==> config.mk <==
export PLATFORM = sky130hd
export DESIGN_NAME = pattern_check_64
export DESIGN_NICKNAME = d
export VERILOG_FILES = /design/src/rtl/pattern_check_64.sv
export SDC_FILE = /design/constraint.sdc
export NUM_CORES = 1
export LEC_CHECK = 0
export CAP_MARGIN = 40
export CORE_ASPECT_RATIO = 1.5
export CORE_UTILIZATION = 52
export DETAILED_ROUTE_END_ITERATION = 8
export PLACE_DENSITY_LB_ADDON = 0.05
export SETUP_SLACK_MARGIN = 0.5
export SLEW_MARGIN = 10
export SYNTH_ARGS = -nofsm -noshare
export SYNTH_HDL_FRONTEND = slang
export SYNTH_SLANG_ARGS = --single-unit
export TNS_END_PERCENT = 1
==> constraint.sdc <==
create_clock -name okClk -period 5.75 [get_ports okClk]
set_clock_uncertainty 0.1 [all_clocks]
set_input_delay 0.575 -clock okClk [delete_from_list [all_inputs] [get_ports okClk]]
set_output_delay 0.575 -clock okClk [all_outputs]
set_load 0.02 [all_outputs]
Run 1, pin placement:
Pins as bars across the die edge, other pins in grey.
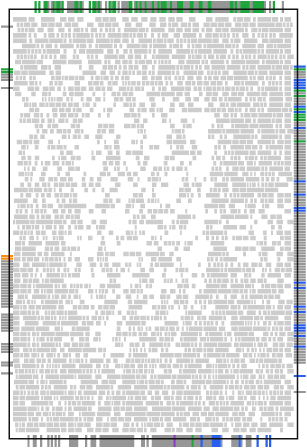
first_err_data -> green  # pins 64, direction output, edge 53 top, 8 right, 2 left, 1 bottom
reset_pattern -> purple  # pins 1, direction input, edge bottom
beat_count -> blue  # pins 32, direction output, edge 22 right, 10 bottom
mode -> orange  # pins 2, direction input, edge left
IO buf count: 359
Chip Height: 218 um

Run 1, metal layers overlaid:
Bar = 50 um.
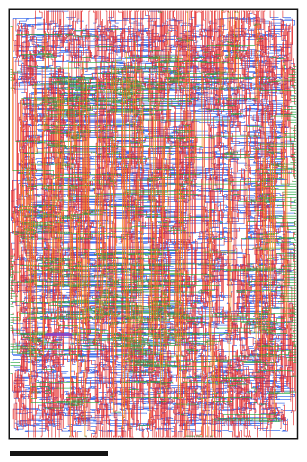
metal 3 -> green  # wire length 7,680 um
metal 2 -> red  # wire length 36.0 mm
metal 5 -> purple  # wire length 12.0 um
metal 4 -> orange  # wire length 7,650 um
metal 1 -> blue  # wire length 25.8 mm
vias: 19,700
wire per inst: 26.3 um
Total GRT Usage: 0.466

Run 1, cell placement:
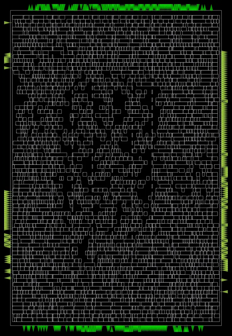
flop share of the area: 0.242
num sequential: 262
final std cells w/o fill: 2,930
Tap Count: 400

==> run summary, run 1 <==
Avg Inst Size Synth - 7.43 um2
Hold slack - 0.262 ns
Pre-Repair DR Iteration Count - 8
CTS sink count - 262
Logic area - 0.0101 mm2
MUX share of area - 0.0146
Area fraction in and, or, nand and nor cells - 0.245
Congestion Overflow GR - 0
Vias in the first global route - 19,000
Share of cells above drive strength 1 - 0.0985
H-tree depth - 1
Resized cells post-CTS - 5
Synth top area share - 0.323
CP most frequent cell - buf_4
P per Cell Area - 222 mW/mm2
R2R depth - 21
Worst hold path type - primary input to flip-flop
Die area - 0.0319 mm2
FP Core Util - 0.533
Most used routing layer - met2
Core Util, Final - 0.712
Log Warnings - 30
Setup Buffers After CTS - 4
P_seq - 1930 uW
Place WS - 0.0829 ns
Sequential cell area - 0.00525 mm2
Largest net degree at the start of global routing - 142
Final #Nets - 2,649
# IOs - 360
Metal2 WL - 36,000 um
Met2 usage - 0.772
Clk pwr - 1730 uW
Finished Cell Area - 0.0217 mm2
Seq share, synth - 0.323
Fin. max-slew vios - 0
Worst-margin pin slew - 0.911 ns
Sequential Power Share - 0.400
Status - finished, final reports clean
Int Power - 3280 uW
Top cells by area, synth - dfxtp_1 32%, a21oi_1 8.5%, nand3_1 6.3%, o21ai_0 5.8%, xor2_1 5.7%
Detail Route Antenna Nets - 0
M1 WL - 25,800 um
P_comb - 1160 uW
Synth area leader - dfxtp_1
Non-clock inverters - 28
Clock transition at path regs - 0.07 ns
Synth-to-layout area growth - 33.7%
Async SR Flop Fraction - 0
RePlAce Congestion - 1.08
Final period utilization - 0.917
Leakage - 0.00734 uW
CTS buffer count - 25
Maximum vdd ir drop - 0.269 mV
Post-synth EDFFs - 0
Routed WL - 77,100 um
# Cells Yosys - 2,183
CTS tree - built
YS chip area - 0.0162 mm2
Distinct cell type count of the synthesized netlist - 78
Finish-stage setup viols - 0
Tmin final - 5.27 ns
Post-CTS Hold Buffers - 0
Placed cell area - 0.0207 mm2
Worst Path Max Fanout - 20
Mapped cell area - 0.0162 mm2
Signal buf overhead - 0.227
Site row count - 78
Synth logic family - simple AND/OR/NAND/NOR gates
Met3 usage - 0.0987
# diodes - 2
Cells after Synth - 2,183
CP cell instances - buf_4 -> inv_1 -> buf_4 -> nor2_1 -> a211o_1 -> a22oi_1 -> o2111ai_1 -> or3_1 -> or4_4 -> nor4_2 -> buf_4 -> fa_1 -> inv_1 -> ha_1 -> nand4_1 -> nor2_1 -> nand2_1 -> nor4_2 -> clkdlybuf4s15_2 -> and3_1 -> o211a_1
Final hold vios - 0
PnR Total Power - 4820 uW
Worst Path Arrival - 5.65 ns
Yosys warnings - 0
Critical-path top delay cell - or4_4
Worst setup margin - 0.476 ns
Top delay family on crit path - simple AND/OR/NAND/NOR gates
Yosys top cell by instances - a21oi_1
First-pass GRT wire length - 113,000 um
Number of logic gates - 1,677
FMAX - 190 MHz
Worst Path Required - 6.13 ns
CLK BUF - 36
XOR Share, Synth - 0.109
Unrepaired setup endpoints after global routing - true
Net Switching - 1540 uW
HPWL Detailed - 55,700 um
Run 1, port wiring:
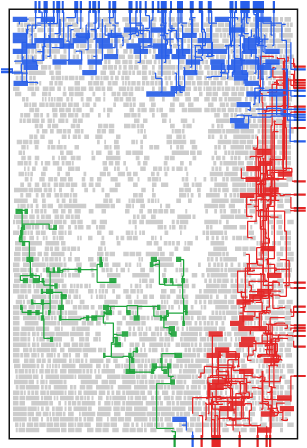

--- run 2 (diff from run 1) ---
--- a/config.mk
+++ b/config.mk
@@ -7,8 +7,10 @@
 export LEC_CHECK = 0
 export CAP_MARGIN = 40
 export CORE_ASPECT_RATIO = 1.5
-export CORE_UTILIZATION = 52
+export CORE_UTILIZATION = 36
 export DETAILED_ROUTE_END_ITERATION = 8
+export GPL_TIMING_DRIVEN = 0
+export MAX_ROUTING_LAYER = met4
 export PLACE_DENSITY_LB_ADDON = 0.05
 export SETUP_SLACK_MARGIN = 0.5
 export SLEW_MARGIN = 10
Run 2, port wiring:
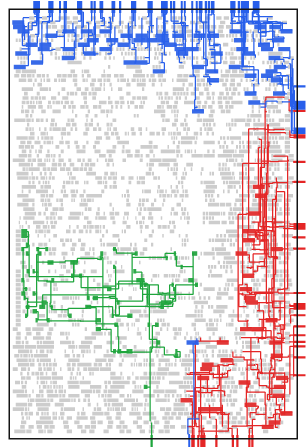
beat_count -> red  # direction output, edge 21 right, 11 bottom, end cells 32, buffers 32, wire 2,870 um
first_err_data -> blue  # direction output, edge 55 top, 8 right, 1 bottom, end cells 64, buffers 64, wire 2,200 um
reset_pattern -> green  # direction input, edge bottom, end cells 73, buffers 8, wire 1,280 um
# IOs: 360
IO buf count: 354

Run 2, metal layers overlaid:
Bar = 50 um.
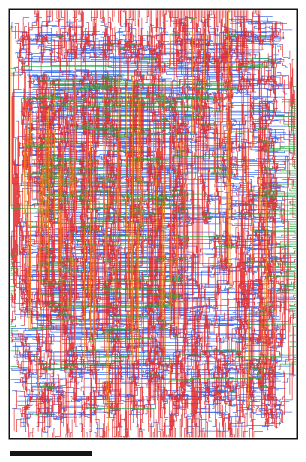
metal 2 -> red  # wire length 43.7 mm
metal 4 -> orange  # wire length 6,370 um
metal 3 -> green  # wire length 6,450 um
metal 1 -> blue  # wire length 32.4 mm
vias: 19,600
wire per inst: 27.7 um

==> run summary, run 2 <==
Signal buf overhead - 0.224
FP Core Util - 0.368
Synth top area share - 0.323
Worst Path Arrival - 5.65 ns
FMAX - 189 MHz
Pre-Repair DR Iteration Count - 6
Flop share of the area - 0.237
PnR Total Power - 5070 uW
CLK BUF - 36
Number of logic gates - 1,677
P per Cell Area - 229 mW/mm2
Leakage - 0.00742 uW
Non-clock inverters - 28
Finished Cell Area - 0.0222 mm2
RePlAce Congestion - 1.04
Status - finished, final reports clean
# Cells Yosys - 2,183
CTS sink count - 262
DRC Markers - 0
Distinct cell type count of the synthesized netlist - 78
XOR Share, Synth - 0.109
Largest net degree at the start of global routing - 16
Mapped cell area - 0.0162 mm2
Chip Height - 262 um
Total GRT Usage - 0.383
M1 WL - 32,400 um
Post-synth EDFFs - 0
MUX share of area - 0.0146
HPWL Detailed - 69,800 um
Detail Route Antenna Nets - 0
Final hold vios - 0
Core Util, Final - 0.503
Placed cell area - 0.0208 mm2
Critical-path top delay cell - or4_1
Worst hold path type - primary input to flip-flop
# diodes - 0
Vias in the first global route - 18,800
Sequential cell area - 0.00525 mm2
R2R depth - 20
Cells after Synth - 2,183
Int Power - 3410 uW
Top cells by area, synth - dfxtp_1 32%, a21oi_1 8.5%, nand3_1 6.3%, o21ai_0 5.8%, xor2_1 5.7%
Tmin final - 5.28 ns
H-tree depth - 1
P_seq - 1920 uW
Sequential Power Share - 0.379
Unrepaired setup endpoints after global routing - true
Final period utilization - 0.918
Worst setup margin - 0.469 ns
Met2 usage - 0.657
Logic area - 0.0102 mm2
Resized cells post-CTS - 51
CP most frequent cell - nor4_2
Yosys warnings - 0
YS chip area - 0.0162 mm2
Metal2 WL - 43,700 um
Seq share, synth - 0.323
Worst Path Max Fanout - 7
Routed WL - 88,900 um
Congestion Overflow GR - 0
P_comb - 1230 uW
Worst Path Required - 6.12 ns
Synth-to-layout area growth - 36.8%
Top delay family on crit path - simple AND/OR/NAND/NOR gates
Net Switching - 1670 uW
Setup CP Type - flip-flop to flip-flop
Fin. max-slew vios - 0
Yosys top cell by instances - a21oi_1
Met3 usage - 0.0560
CTS buffer count - 28
Most used routing layer - met2
Final #Nets - 2,755
CTS tree - built
Site row count - 94
Avg Inst Size Synth - 7.43 um2
Setup Buffers After CTS - 11
Leading cell kind - multi-input combinational cells
CP cell instances - clkbuf_4 -> nor3b_1 -> a2111o_1 -> nor4_2 -> nand4_1 -> or4_1 -> or3_1 -> or4_4 -> nor4_2 -> buf_4 -> fa_1 -> inv_1 -> ha_1 -> nand4_1 -> nor2_2 -> nand2_2 -> nor4_2 -> buf_2 -> and3_1 -> o211a_1
Clk pwr - 1920 uW
Synth logic family - simple AND/OR/NAND/NOR gates
Synth area leader - dfxtp_1
Worst-margin pin slew - 0.998 ns
Hold slack - 0.311 ns
Comb/total area - 0.459
Clock transition at path regs - 0.07 ns
Area fraction in and, or, nand and nor cells - 0.245
Place WS - -0.381 ns
Finish-stage setup viols - 0
Die area - 0.0459 mm2
Final std cells w/o fill - 3,212
Async SR Flop Fraction - 0
Share of cells above drive strength 1 - 0.0945
Num sequential - 262
Log Warnings - 28
Maximum vdd ir drop - 0.219 mV
Tap Count - 576
First-pass GRT wire length - 125,000 um
Post-CTS Hold Buffers - 0
Power is estimated from default activity; no workload was simulated.
